[src/rtl/match_ctrl_pkg.sv]
// match_ctrl_pkg: shared game encodings for the pong match controller.
// Holds state codes, winner codes, score width and the winner judge.
package match_ctrl_pkg;

   localparam int SCORE_W = 9;

   typedef enum logic [2:0] {
      ST_IDLE      = 3'd0,
      ST_COUNTDOWN = 3'd1,
      ST_PLAY      = 3'd2,
      ST_PAUSE     = 3'd3,
      ST_OVER      = 3'd4
   } state_t;

   typedef enum logic [1:0] {
      WIN_NONE = 2'b00,
      WIN_L    = 2'b01,
      WIN_R    = 2'b10,
      WIN_DRAW = 2'b11
   } win_t;

   function automatic win_t judge(
      input logic [SCORE_W-1:0] l,
      input logic [SCORE_W-1:0] r
   );
      if (l > r)      return WIN_L;
      else if (r > l) return WIN_R;
      else            return WIN_DRAW;
   endfunction

endpackage

[src/rtl/match_ctrl_if.sv]
// match_ctrl_if: start/score inputs and status outputs of match_ctrl.
// master = driver side (start_p, scores); slave = match_ctrl.
interface match_ctrl_if;
   import match_ctrl_pkg::*;

   logic               start_p;
   logic [SCORE_W-1:0] l_score;
   logic [SCORE_W-1:0] r_score;
   logic               step_en;
   logic [2:0]         state;
   logic [2:0]         countdown;
   logic [7:0]         match_time;
   logic               game_over;
   logic [1:0]         winner;

   modport master (
      output start_p, l_score, r_score,
      input  step_en, state, countdown,
      input  match_time, game_over, winner
   );

   modport slave (
      input  start_p, l_score, r_score,
      output step_en, state, countdown,
      output match_time, game_over, winner
   );

endinterface

[src/rtl/match_ctrl_tick_div.sv]
// tick_div: modulo-N counter with sync clear and enable.
// Ports: clk, clr (clear, wins), en (count), tc (pulse at N-1 while en).
module tick_div #(
   parameter int N = 4
) (
   input  logic clk,
   input  logic clr,
   input  logic en,
   output logic tc
);

   localparam int W = (N > 1) ? $clog2(N) : 1;
   localparam logic [W-1:0] LAST = W'(N - 1);

   logic [W-1:0] cnt;

   assign tc = en && (cnt == LAST);

   always_ff @(posedge clk) begin
      if (clr)
         cnt <= '0;
      else if (en)
         cnt <= (cnt == LAST) ? '0 : cnt + W'(1);
   end

endmodule

[src/rtl/match_ctrl.sv]
// match_ctrl: pong match flow FSM (idle/countdown/play/pause/over),
// physics step strobe, match clock and winner decision.
// Ports: clk, rst_n (sync, active-high), bus (match_ctrl_if.slave).
// Macro SCORE_LIMIT_EN: a score reaching WIN_SCORE ends play early.
module match_ctrl
   import match_ctrl_pkg::*;
#(
   parameter int                 FRAME_DIV  = 833333,
   parameter int                 SEC_DIV    = 100000000,
   parameter int                 MATCH_SECS = 180,
   parameter int                 COUNT_SECS = 3,
   parameter logic [SCORE_W-1:0] WIN_SCORE  = 9'd15
) (
   input logic        clk,
   input logic        rst_n,
   match_ctrl_if.slave bus
);

`ifdef SCORE_LIMIT_EN
   localparam bit LIMIT_ON = 1'b1;
`else
   localparam bit LIMIT_ON = 1'b0;
`endif

   localparam logic [2:0] CD_INIT = 3'(COUNT_SECS);
   localparam logic [7:0] MT_INIT = 8'(MATCH_SECS);

   state_t     state_q, state_n;
   logic [2:0] cd_q, cd_n;
   logic [7:0] mt_q, mt_n;
   logic       step_q;
   logic       over_q;
   win_t       win_q;

   logic sec_clr, frame_clr;
   logic sec_tc, frame_tc;
   logic score_hit;

   tick_div #(.N(SEC_DIV)) u_sec (
      .clk (clk),
      .clr (rst_n | sec_clr),
      .en  (state_q == ST_COUNTDOWN || state_q == ST_PLAY),
      .tc  (sec_tc)
   );

   tick_div #(.N(FRAME_DIV)) u_frame (
      .clk (clk),
      .clr (rst_n | frame_clr),
      .en  (state_q == ST_PLAY),
      .tc  (frame_tc)
   );

   assign score_hit = LIMIT_ON &&
      (bus.l_score >= WIN_SCORE || bus.r_score >= WIN_SCORE);

   always_comb begin
      state_n   = state_q;
      cd_n      = cd_q;
      mt_n      = mt_q;
      sec_clr   = 1'b0;
      frame_clr = 1'b0;
      case (state_q)
         ST_IDLE: begin
            cd_n    = CD_INIT;
            sec_clr = 1'b1;
            if (bus.start_p)
               state_n = ST_COUNTDOWN;
         end
         ST_COUNTDOWN: begin
            if (bus.start_p) begin
               state_n = ST_PAUSE;
            end else if (sec_tc) begin
               if (cd_q == 3'd1) begin
                  state_n   = ST_PLAY;
                  cd_n      = 3'd0;
                  sec_clr   = 1'b1;
                  frame_clr = 1'b1;
               end else if (cd_q != 3'd0) begin
                  cd_n = cd_q - 3'd1;
               end
            end
         end
         ST_PLAY: begin
            // expiry/score limit beats start_p; start_p beats bookkeeping
            if ((sec_tc && mt_q == 8'd1) || score_hit) begin
               state_n = ST_OVER;
               if (sec_tc && mt_q != 8'd0)
                  mt_n = mt_q - 8'd1;
            end else if (bus.start_p) begin
               state_n = ST_PAUSE;
            end else if (sec_tc && mt_q != 8'd0) begin
               mt_n = mt_q - 8'd1;
            end
         end
         ST_PAUSE: begin
            if (bus.start_p) begin
               state_n = ST_COUNTDOWN;
               cd_n    = CD_INIT;
               sec_clr = 1'b1;
            end
         end
         default: ;
      endcase
   end

   always_ff @(posedge clk) begin
      if (rst_n) begin
         state_q <= ST_IDLE;
         cd_q    <= CD_INIT;
         mt_q    <= MT_INIT;
         step_q  <= 1'b0;
         over_q  <= 1'b0;
         win_q   <= WIN_NONE;
      end else begin
         state_q <= state_n;
         cd_q    <= cd_n;
         mt_q    <= mt_n;
         // strobe only if play continues into the next cycle
         step_q  <= frame_tc && (state_n == ST_PLAY);
         over_q  <= (state_n == ST_OVER);
         if (state_n == ST_OVER && state_q != ST_OVER)
            win_q <= judge(bus.l_score, bus.r_score);
      end
   end

   assign bus.state      = state_q;
   assign bus.countdown  = cd_q;
   assign bus.match_time = mt_q;
   assign bus.step_en    = step_q;
   assign bus.game_over  = over_q;
   assign bus.winner     = win_q;

endmodule

[src/flat_wrapper.sv]
// flat-port wrapper written by rule: the top's interface ports become plain ports
module match_ctrl_flat import match_ctrl_pkg::*;
#(
   parameter int                 FRAME_DIV  = 833333,
   parameter int                 SEC_DIV    = 100000000,
   parameter int                 MATCH_SECS = 180,
   parameter int                 COUNT_SECS = 3,
   parameter logic [SCORE_W-1:0] WIN_SCORE  = 9'd15
)
  (clk, rst_n, bus_start_p, bus_l_score, bus_r_score, bus_step_en, bus_state, bus_countdown, bus_match_time, bus_game_over, bus_winner);
  match_ctrl_if bus_i ();
  input logic clk;
  input logic rst_n;
  input wire logic [$bits(bus_i.start_p)-1:0] bus_start_p;
  input wire logic [$bits(bus_i.l_score)-1:0] bus_l_score;
  input wire logic [$bits(bus_i.r_score)-1:0] bus_r_score;
  output wire logic [$bits(bus_i.step_en)-1:0] bus_step_en;
  output wire logic [$bits(bus_i.state)-1:0] bus_state;
  output wire logic [$bits(bus_i.countdown)-1:0] bus_countdown;
  output wire logic [$bits(bus_i.match_time)-1:0] bus_match_time;
  output wire logic [$bits(bus_i.game_over)-1:0] bus_game_over;
  output wire logic [$bits(bus_i.winner)-1:0] bus_winner;
  assign bus_i.start_p = bus_start_p;
  assign bus_i.l_score = bus_l_score;
  assign bus_i.r_score = bus_r_score;
  assign bus_step_en = bus_i.step_en;
  assign bus_state = bus_i.state;
  assign bus_countdown = bus_i.countdown;
  assign bus_match_time = bus_i.match_time;
  assign bus_game_over = bus_i.game_over;
  assign bus_winner = bus_i.winner;
  match_ctrl #(.FRAME_DIV(FRAME_DIV), .SEC_DIV(SEC_DIV), .MATCH_SECS(MATCH_SECS), .COUNT_SECS(COUNT_SECS), .WIN_SCORE(WIN_SCORE)) u_core (.clk(clk), .rst_n(rst_n), .bus(bus_i));
endmodule
[config.mk]
export PLATFORM = sky130hd
export DESIGN_NAME = match_ctrl_flat
export DESIGN_NICKNAME = d
export VERILOG_FILES = /design/src/rtl/match_ctrl_pkg.sv /design/src/rtl/match_ctrl_if.sv /design/src/rtl/match_ctrl_tick_div.sv /design/src/rtl/match_ctrl.sv /design/src/flat_wrapper.sv
export SDC_FILE = /design/constraint.sdc
export NUM_CORES = 1
export LEC_CHECK = 0
export CORE_MARGIN = 8
export CORE_UTILIZATION = 55
export DETAILED_ROUTE_END_ITERATION = 8
export PLACE_DENSITY = 0.82
export SLEW_MARGIN = 20
export SYNTH_ARGS = -nofsm -noshare
export SYNTH_HDL_FRONTEND = slang
export SYNTH_SLANG_ARGS = --single-unit
[constraint.sdc]
create_clock -name clk -period 4.7 [get_ports clk]
set_input_delay 0.705 -clock clk [delete_from_list [all_inputs] [get_ports clk]]
set_output_delay 0.705 -clock clk [all_outputs]
set_load 0.005 [all_outputs]
Fig. 1: run 1, clock nets
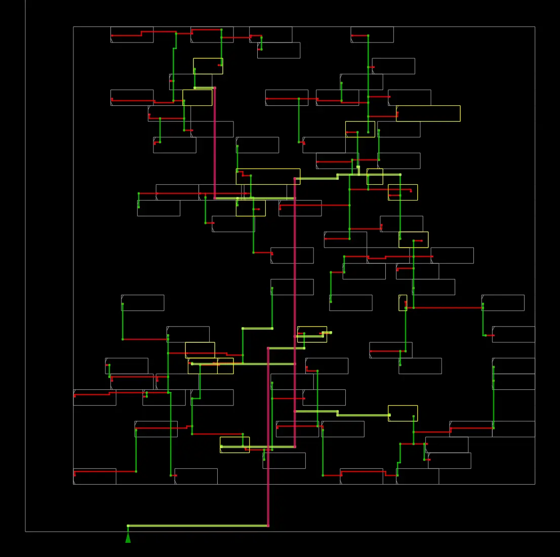
Clk power: 551 uW
clk ins delay skew pair: 350 ps
Post-Route Skew: 14.1 ps
sequential cell count: 65

Fig. 2: run 1, register map, names as in the netlist
(4 px per micron) Other sequential cells in the stronger grey, the rest of the logic in the fainter grey.
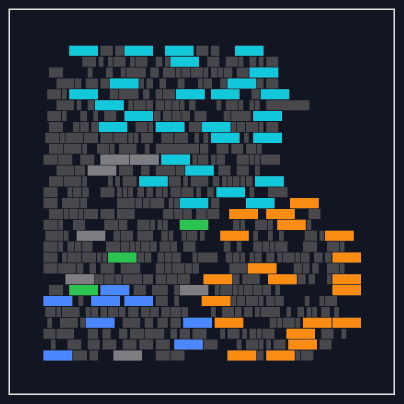
legend:
  blue:
    name_in_the_netlist: `u_core.bus.match_time`
    sequential_cells: 8
  green:
    name_in_the_netlist: `u_core.bus.state`
    sequential_cells: 3
  orange:
    name_in_the_netlist: `u_core.u_frame.cnt`
    sequential_cells: 20
  cyan:
    name_in_the_netlist: `u_core.u_sec.cnt`
    sequential_cells: 27

Fig. 3: run 1, cell density map
(4 px per micron) 10 x 10 tiles, from black (low) to pale yellow (high), 0 to 100% covered.
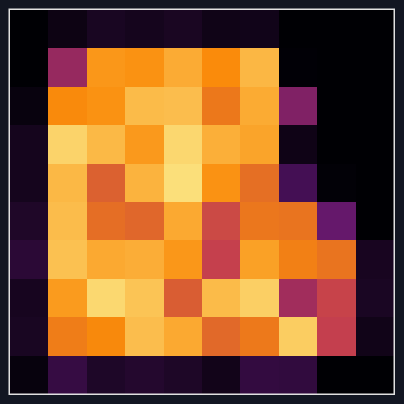
fullest tile: 93%
tiles over 75% full: 33%
emptiest ninth of the die: north-east
nearly empty tiles: 17%
mean over tiles: 44%

==> flow_summary.yaml, run 1 <==
# flow metrics
outcome:
  result_of_the_run: "complete, no violations"
synthesis:
  synthMostInstantiatedCell: "sky130_fd_sc_hd__nor2_1"
  ys_chip_area_sq_um: 3510
  ys_warn_count: 0
  syn-cell-area_sq_um: 3510
  ys_async_sr_fraction_pct: 0
  postSynthNetCount: 468
  yosysUniqueCellTypes: 48
  synth-edff-count: 0
  synthCells: 429
  ys_ff: 65
  yosys_most_used_dff: "sky130_fd_sc_hd__dfxtp_1"
setup_path:
  regToRegSetupSlack_ps: 1970
  cpMaxStageDelayCell: "sky130_fd_sc_hd__or4_4"
  crit_path_max_fanout: 12
  r2r-end: "u_core.bus.match_time[5]"
  cp_num_buf_inv: 0
  crit_arrival_ps: 2960
  worstSetupStartpointType: "flip-flop"
  cp_top_family: "simple AND/OR/NAND/NOR gates"
place:
  portBuffers: 38
  dp_worst_setup_slack_ps: 1720
final_timing:
  max_slew.worst_pin.slew_ps: 919
  report.final.slew_viol_count: 0
  final.setup.tns_ps: 0
global_route:
  grt.total_usage_pct: 18.4
  antenna_found_initial: 0
  gr-total-overflow: 0
  maximum_number_of_pins_on_one_net_before_global_route_repair: 25
  via_count_of_the_first_global_routing_pass: 3070
power:
  power_per_cell_area_nw_per_um2: 286
  ir_drop_v: 0.000181
  p_leak_nw: 1.43
clock_network:
  total_number_of_clock_tree_sinks: 65
  post_cts_hold_buffer_count: 0
  cts_buffer_depth: 2
  cts_resized: 0
  numCtsBuffers: 9
floorplan:
  initCoreUtil_pct: 55.9
  fp.dieArea_sq_um: 9190
  dieHeight_microns: 95.9
layout:
  fillers: 523
  core_occupancy_in_the_finished_layout_pct: 66.1
  final_cell_count_no_fill: 547
  final_nets: 504
  mostFrequentLayoutCell: "sky130_fd_sc_hd__nor2_1"
min_path:
  hold_removal_path_class: "flip-flop to flip-flop"
detailed_routing:
  route.detailed.drc: 0
run:
  warning_count: 31
-- run 1: cells by family (layout without fill, tap and decap cells) --
group                    after synthesis  count (layout)  share of synthesized area, %
flip-flops                            65              65                          37.1
buffers and inverters                 38              79                          4.63
AND/OR/NAND/NOR                      218             218                          32.1
adder cells (fa/ha/maj)               18              18                          6.42
XOR/XNOR                              44              44                          11.0
AND-OR/OR-AND                         44              44                          8.20
multiplexers                           2               2                         0.570
-- run 1: state kept, by name, summed over array words and instances (netlist names) --
name,cells
u_core.u_frame.cnt,20
u_core.bus.winner,2
u_core.bus.countdown,3
u_core.u_sec.cnt,27
u_core.bus.match_time,8
u_core.bus.game_over,1
u_core.bus.step_en,1
u_core.bus.state,3
-- run 1: layout make-up --
type,count,share of cell area (%)
Inverter,25,2.26
Sequential cell,65,31.4
Multi-Input combinational cell,326,49.3
Clock buffer,12,3.74
Tap cell,77,2.32
Timing Repair Buffer,38,9.17
Clock inverter,4,1.81
-- run 1: worst max-delay path by stage --
stage | slack (ps) | startpoint | cells past startpoint | endpoint
3_5_place_dp | 1720 | bus_start_p | 5 | u_core.u_sec.cnt[8]
2_1_floorplan | 2340 | u_core.bus.state[0] | 7 | u_core.bus.match_time[5]
4_1_cts | 2000 | u_core.u_sec.cnt[13] | 5 | u_core.u_sec.cnt[8]
6_report | 1970 | u_core.u_sec.cnt[13] | 5 | u_core.bus.match_time[5]
5_1_grt | 1660 | u_core.u_sec.cnt[13] | 5 | u_core.u_sec.cnt[7]
3_3_place_gp | 1820 | bus_start_p | 5 | u_core.u_sec.cnt[23]
-- run 1: worst reg2reg max path, cell delays in order, from the launching register on --
cell and delay (ps):
sky130_fd_sc_hd__dfxtp_1 400, sky130_fd_sc_hd__and4_1 400, sky130_fd_sc_hd__nand4_1 410, sky130_fd_sc_hd__or4_4 720, sky130_fd_sc_hd__o31ai_1 240, sky130_fd_sc_hd__or3b_2 450
-- run 1: per-layer routing --
metal	wire length, microns	up-vias	global-route usage [%]
met5	0	-	0
met4	155	0	9.48
met2	3720	90	28.9
met3	538	18	6.47
li1	-	1568	-
met1	3490	1489	21.8
-- run 1: power by group --
group / internal (mW) / switching (mW) / leakage, nW
combinational: 0.0359 / 0.0403 / 0.796
sequential: 0.554 / 0.00520 / 0.524
clock: 0.328 / 0.223 / 0.109
total: 0.917 / 0.269 / 1.43
-- run 1: metrics by stage --
| step | hold slack, ps | power, mW | area, sq um |
|---|---|---|---|
| 6_report | 492 | 1.19 | 4150 |
| 5_1_grt | 523 | 1.23 | 4150 |
| 4_1_cts | 493 | 1.19 | 4150 |
| 3_5_place_dp | 482 | 0.648 | 3920 |
| 3_3_place_gp | 469 | 0.645 | 3920 |
| 2_1_floorplan | 452 | 0.616 | 3510 |
Fig. 4: run 1, met2 routing
(4 px per micron)
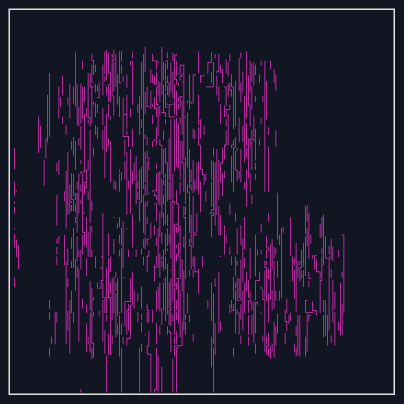

==> run 2: changes to the inputs <==
Clock period 4.7 ns to 2.6 ns, I/O delays scaled along.
Fig. 5: run 2, met2 routing
(4 px per micron)
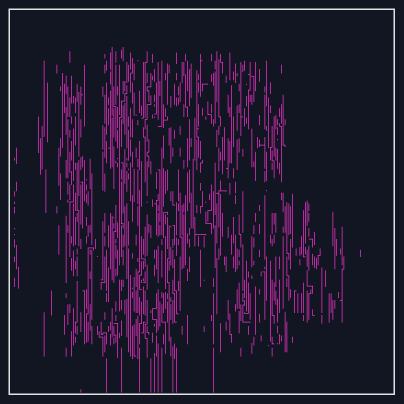
nets with wire on the layer: 432
share of all routed wire: 47%
main direction: vertical
longest straight run: 36.9 microns
wire length on this layer: 3810 microns

Fig. 6: run 2, cell density map
(4 px per micron) 10 x 10 tiles, from black (low) to pale yellow (high), 0 to 100% covered.
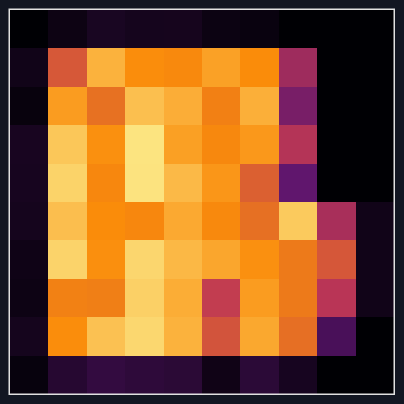
fullest tile: 94%
tiles over 75% full: 33%
mean over tiles: 45%
nearly empty tiles: 15%
densest ninth of the die: centre

==> flow_summary.yaml, run 2 <==
# flow metrics
outcome:
  result_of_the_run: "complete, no violations"
synthesis:
  syn-cell-area_sq_um: 3510
  synth.cellmix.simpleShare_pct: 32.1
  synthMostInstantiatedCell: "sky130_fd_sc_hd__nor2_1"
  ys_warn_count: 0
  ys_chip_area_sq_um: 3510
  yosysUniqueCellTypes: 48
  postSynthNetCount: 468
  adder_and_majority_gate_portion_of_the_synthesized_area_pct: 6.42
  synth-xor-area-share_pct: 11.0
  synthAoiAreaFrac_pct: 8.20
  yosys_most_used_dff: "sky130_fd_sc_hd__dfxtp_1"
  synthCells: 429
clock_network:
  total_number_of_clock_tree_sinks: 65
  clk_latency_ps: 350
  numCtsBuffers: 9
  post_cts_hold_buffer_count: 0
place:
  portBuffers: 38
setup_path:
  crit_arrival_ps: 2640
min_path:
  hold_removal_path_class: "flip-flop to flip-flop"
power:
  p_leak_nw: 1.50
  power_per_cell_area_nw_per_um2: 499
layout:
  largest_register_ff_count: 27
  final_nets: 520
  mostFrequentLayoutCell: "sky130_fd_sc_hd__nor2_1"
  top_register: "u_core.u_sec.cnt"
  fillers: 510
floorplan:
  initCoreUtil_pct: 55.9
  fp.dieArea_sq_um: 9190
global_route:
  grt.total_usage_pct: 19.4
  via_count_of_the_first_global_routing_pass: 3177
  maximum_number_of_pins_on_one_net_before_global_route_repair: 25
run:
  warning_count: 31
final_timing:
  final.setup.tns_ps: 0
## run 2: cell counts after synthesis
Identical to the previous run, type by type.
## run 2: kinds of logic (layout without fill, tap and decap cells)
group	count (synthesis)	in the layout
AND-OR/OR-AND	44	44
adder cells (fa/ha/maj)	18	18
AND/OR/NAND/NOR	218	218
flip-flops	65	65
multiplexers	2	2
buffers and inverters	38	95
XOR/XNOR	44	44
## run 2: routing by layer
layer	vias to the layer above	wire length, microns	track usage [%]
met1	1465	3620	23.2
met5	-	0	0
met3	18	509	5.85
met2	86	3810	31.8
li1	1607	-	-
met4	0	169	8.19
## run 2: cell type report
type | instances | share of cell area [%]
clock buffers | 12 | 3.40
clock inverters | 4 | 1.79
inverters | 25 | 2.20
multi-input cells | 326 | 48.1
flip-flops and latches | 65 | 30.5
well taps | 77 | 2.26
repair buffers | 54 | 11.7
## run 2: per-stage QoR
stage | cells | instance area, sq um | setup WS (ps) | hold WS, ps | power (mW)
2_1_floorplan | 429 | 3510 | 239 | 452 | 1.11
3_3_place_gp | 547 | 4040 | 177 | 462 | 1.18
3_5_place_dp | 547 | 4040 | 85.3 | 475 | 1.18
4_1_cts | 563 | 4260 | 60.2 | 486 | 2.14
5_1_grt | 563 | 4260 | 54.7 | 520 | 2.20
6_report | 563 | 4260 | 186 | 484 | 2.13
## run 2: worst paths after layout
check	slack, ps	to	start
setup reg to reg	190	u_core.bus.match_time[5]	u_core.bus.match_time[1]
hold reg to reg	480	u_core.u_sec.cnt[1]	u_core.u_sec.cnt[1]
setup / recovery	190	u_core.bus.match_time[5]	u_core.bus.match_time[1]
hold / removal	480	u_core.u_sec.cnt[1]	u_core.u_sec.cnt[1]
## run 2: power breakdown
part | internal [mW] | total (mW) | leakage, nW | switching (mW)
combinational | 0.0761 | 0.157 | 0.873 | 0.0812
clock | 0.569 | 0.966 | 0.107 | 0.397
sequential | 1.00 | 1.01 | 0.524 | 0.00528
## run 2: worst max-delay path: stages, from the launching register on
cell                       delay (ps)
sky130_fd_sc_hd__dfxtp_1          330
sky130_fd_sc_hd__inv_1            120
sky130_fd_sc_hd__ha_1             160
sky130_fd_sc_hd__nor3b_2          220
sky130_fd_sc_hd__a21boi_0         150
sky130_fd_sc_hd__or4_4            630
sky130_fd_sc_hd__o31ai_1          230
sky130_fd_sc_hd__or3b_2           450
## run 2: what timing repair did
item | CTS | global route
endpoints found under the hold margin | 0 | 0
endpoints found under the setup margin | 0 | 2
gates resized | 0 | 1
==> run 3: changes to the inputs <==
Settings changed: ABC_AREA set to 1, ABC_CLOCK_PERIOD_IN_PS set to 2600, PLACE_DENSITY 0.82 to 0.81.
Fig. 7: run 3, met2 routing
(4 px per micron)
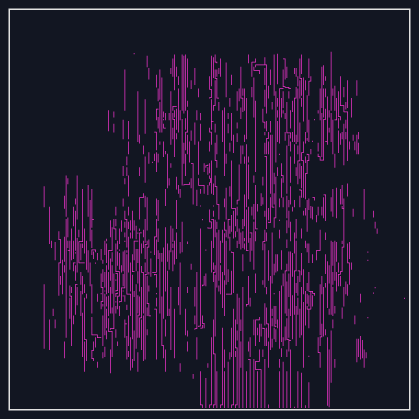
nets with wire on the layer: 527
wire length on this layer: 4180 microns
share of all routed wire: 47%

==> flow_summary.yaml, run 3 <==
# flow metrics
synthesis:
  ys_ff: 65
  yosysUniqueCellTypes: 41
  ys_async_sr_fraction_pct: 0
  synthMostInstantiatedCell: "sky130_fd_sc_hd__nand2_1"
  synth-edff-count: 0
  ys_chip_area_sq_um: 3860
  yosys_most_used_dff: "sky130_fd_sc_hd__dfxtp_1"
  ys_warn_count: 0
  synth_largest_type_area_fraction_pct: 33.7
setup_path:
  crit_path_max_incr_delay_ps: 370
  cpMaxStageDelayCell: "sky130_fd_sc_hd__dfxtp_1"
  crit_path_max_fanout: 13
  cp_num_buf_inv: 1
  worstSetupStartpointType: "flip-flop"
  cp_top_family: "simple AND/OR/NAND/NOR gates"
  crit_path_cell_trace: "ha_1, nand2_1, nor2_1, nand2_2, inv_1, nand2_1, nor2_2, nand4_1, o21ai_4, or2_1, nor2_1"
global_route:
  grt.total_usage_pct: 18.5
  antenna_found_initial: 0
  maximum_number_of_pins_on_one_net_before_global_route_repair: 15
  via_count_of_the_first_global_routing_pass: 3574
clock_network:
  post_cts_hold_buffer_count: 0
  total_number_of_clock_tree_sinks: 65
  cts_buffer_depth: 2
  numCtsBuffers: 9
layout:
  largest_register_ff_count: 27
  mostFrequentLayoutCell: "sky130_fd_sc_hd__nand2_1"
  top_register: "u_core.u_sec.cnt"
  final_nets: 647
final_timing:
  report.final.slew_viol_count: 0
  unrepaired_setup_endpoints_after_global_routing: "no"
  max_slew.worst_pin.slew_ps: 450
  final.setup.tns_ps: 0
power:
  swShare_pct: 25.7
  power_per_cell_area_nw_per_um2: 493
  combPwrFrac_pct: 11.4
  internal_mw: 1.68
floorplan:
  fp.dieArea_sq_um: 9950
  dieHeight_microns: 99.7
  initCoreUtil_pct: 56.8
outcome:
  result_of_the_run: "complete, no violations"
place:
  portBuffers: 38
min_path:
  hold_removal_path_class: "flip-flop to flip-flop"
run:
  warning_count: 31
detailed_routing:
  route.detailed.drc: 0
Fig. 8: run 3, register map, names as in the netlist
(4 px per micron) Other sequential cells in the stronger grey, the rest of the logic in the fainter grey.
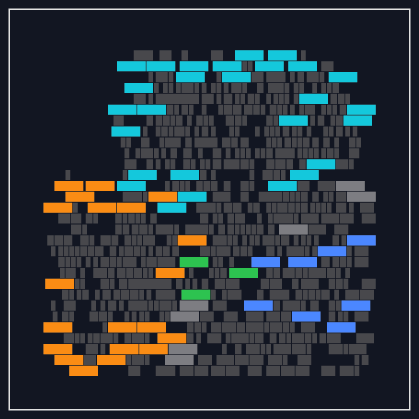
legend:
  green:
    name_in_the_netlist: `u_core.bus.state`
    sequential_cells: 3
  blue:
    name_in_the_netlist: `u_core.bus.match_time`
    sequential_cells: 8
  cyan:
    name_in_the_netlist: `u_core.u_sec.cnt`
    sequential_cells: 27
  orange:
    name_in_the_netlist: `u_core.u_frame.cnt`
    sequential_cells: 20
not coloured: 7

run 3: tightest hold or removal path: stages, from the launching register on:
cell                      delay (ps)
sky130_fd_sc_hd__dfxtp_1         310
sky130_fd_sc_hd__inv_1            50
sky130_fd_sc_hd__a21oi_1          50
run 3: cell families after synthesis:
| group | after synthesis | share of synthesized area, % |
|---|---|---|
| xor+xnor | 25 | 5.68 |
| fa+ha+maj | 18 | 5.84 |
| simple gates | 311 | 37.3 |
| compound gates | 57 | 8.66 |
| flops | 65 | 33.7 |
| buf+inv | 87 | 8.82 |
run 3: routing by layer:
metal / share of wire (%) / track usage [%]
met1: 46 / 21.7
met3: 5.3 / 4.40
met4: 2.3 / 8.61
met5: 0 / 0
met2: 47 / 31.0
run 3: through the flow:
stage                     area, sq um  setup slack [ps]  util (%)  total power, mW  cells
after floorplan                  3860               762         -             1.21    563
after global placement           4350               367      64.0             1.29    693
after detailed placement         4350               246      64.0             1.30    693
after CTS                        4580               234      67.3             2.27    709
after global routing             4580              90.2      67.5             2.36    709
final                            4580               347      67.5             2.26    709
run 3: layout make-up:
cell class	count	area, sq um	share of cell area (%)
multi-input combinational	411	2220	48.5
inverter	78	293	6.39
tap	96	120	2.62
timing repair buffer	43	418	9.12
clock buffer	10	138	3.00
clock inverter	6	90.1	1.97
sequential	65	1300	28.4
run 3: final timing paths:
check | depth (start not counted) | from | slack (ps) | end
worst max register to register | 11 | u_core.u_sec.cnt[0] | 350 | u_core.u_frame.cnt[18]
worst min register to register | 2 | u_core.bus.winner[0] | 450 | u_core.bus.winner[0]
worst max-delay path | 11 | u_core.u_sec.cnt[0] | 350 | u_core.u_frame.cnt[18]
worst min-delay path | 2 | u_core.bus.winner[0] | 450 | u_core.bus.winner[0]
run 3: power by group through the flow:
stage	Clock, mW	Combinational, mW	Sequential [mW]
global placement	0	0.249	1.04
global route	1.05	0.289	1.02
finish	0.982	0.258	1.02
CTS	0.993	0.256	1.02
detailed placement	0	0.255	1.04
floorplan	0	0.165	1.04
run 3: timing repair:
item                                    in CTS  in global routing
gates resized                                0                  1
buffers inserted                             0                  0
endpoints found under the hold margin        0                  0
endpoints found under the setup margin       0                  6

## Gallery

Floorplan with the power grid.
(4 px per micron) Pins as bars on the die edge.
picture 1
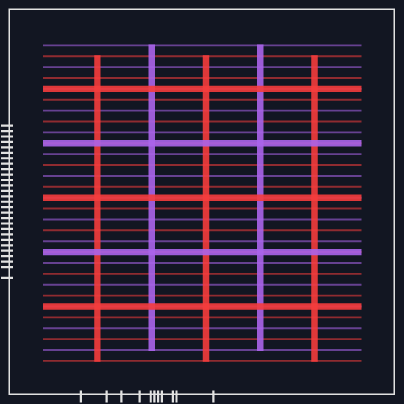
picture 2
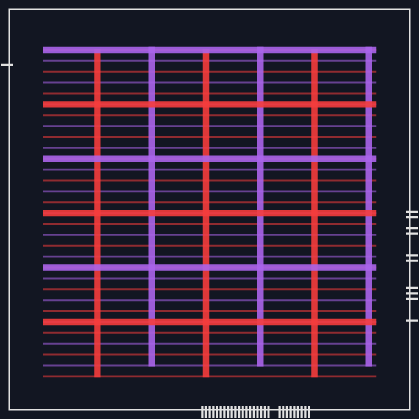
- run 2 = picture 1
- run 3 = picture 2

Power figures rest on the tool's default switching activity, not on a simulated workload.
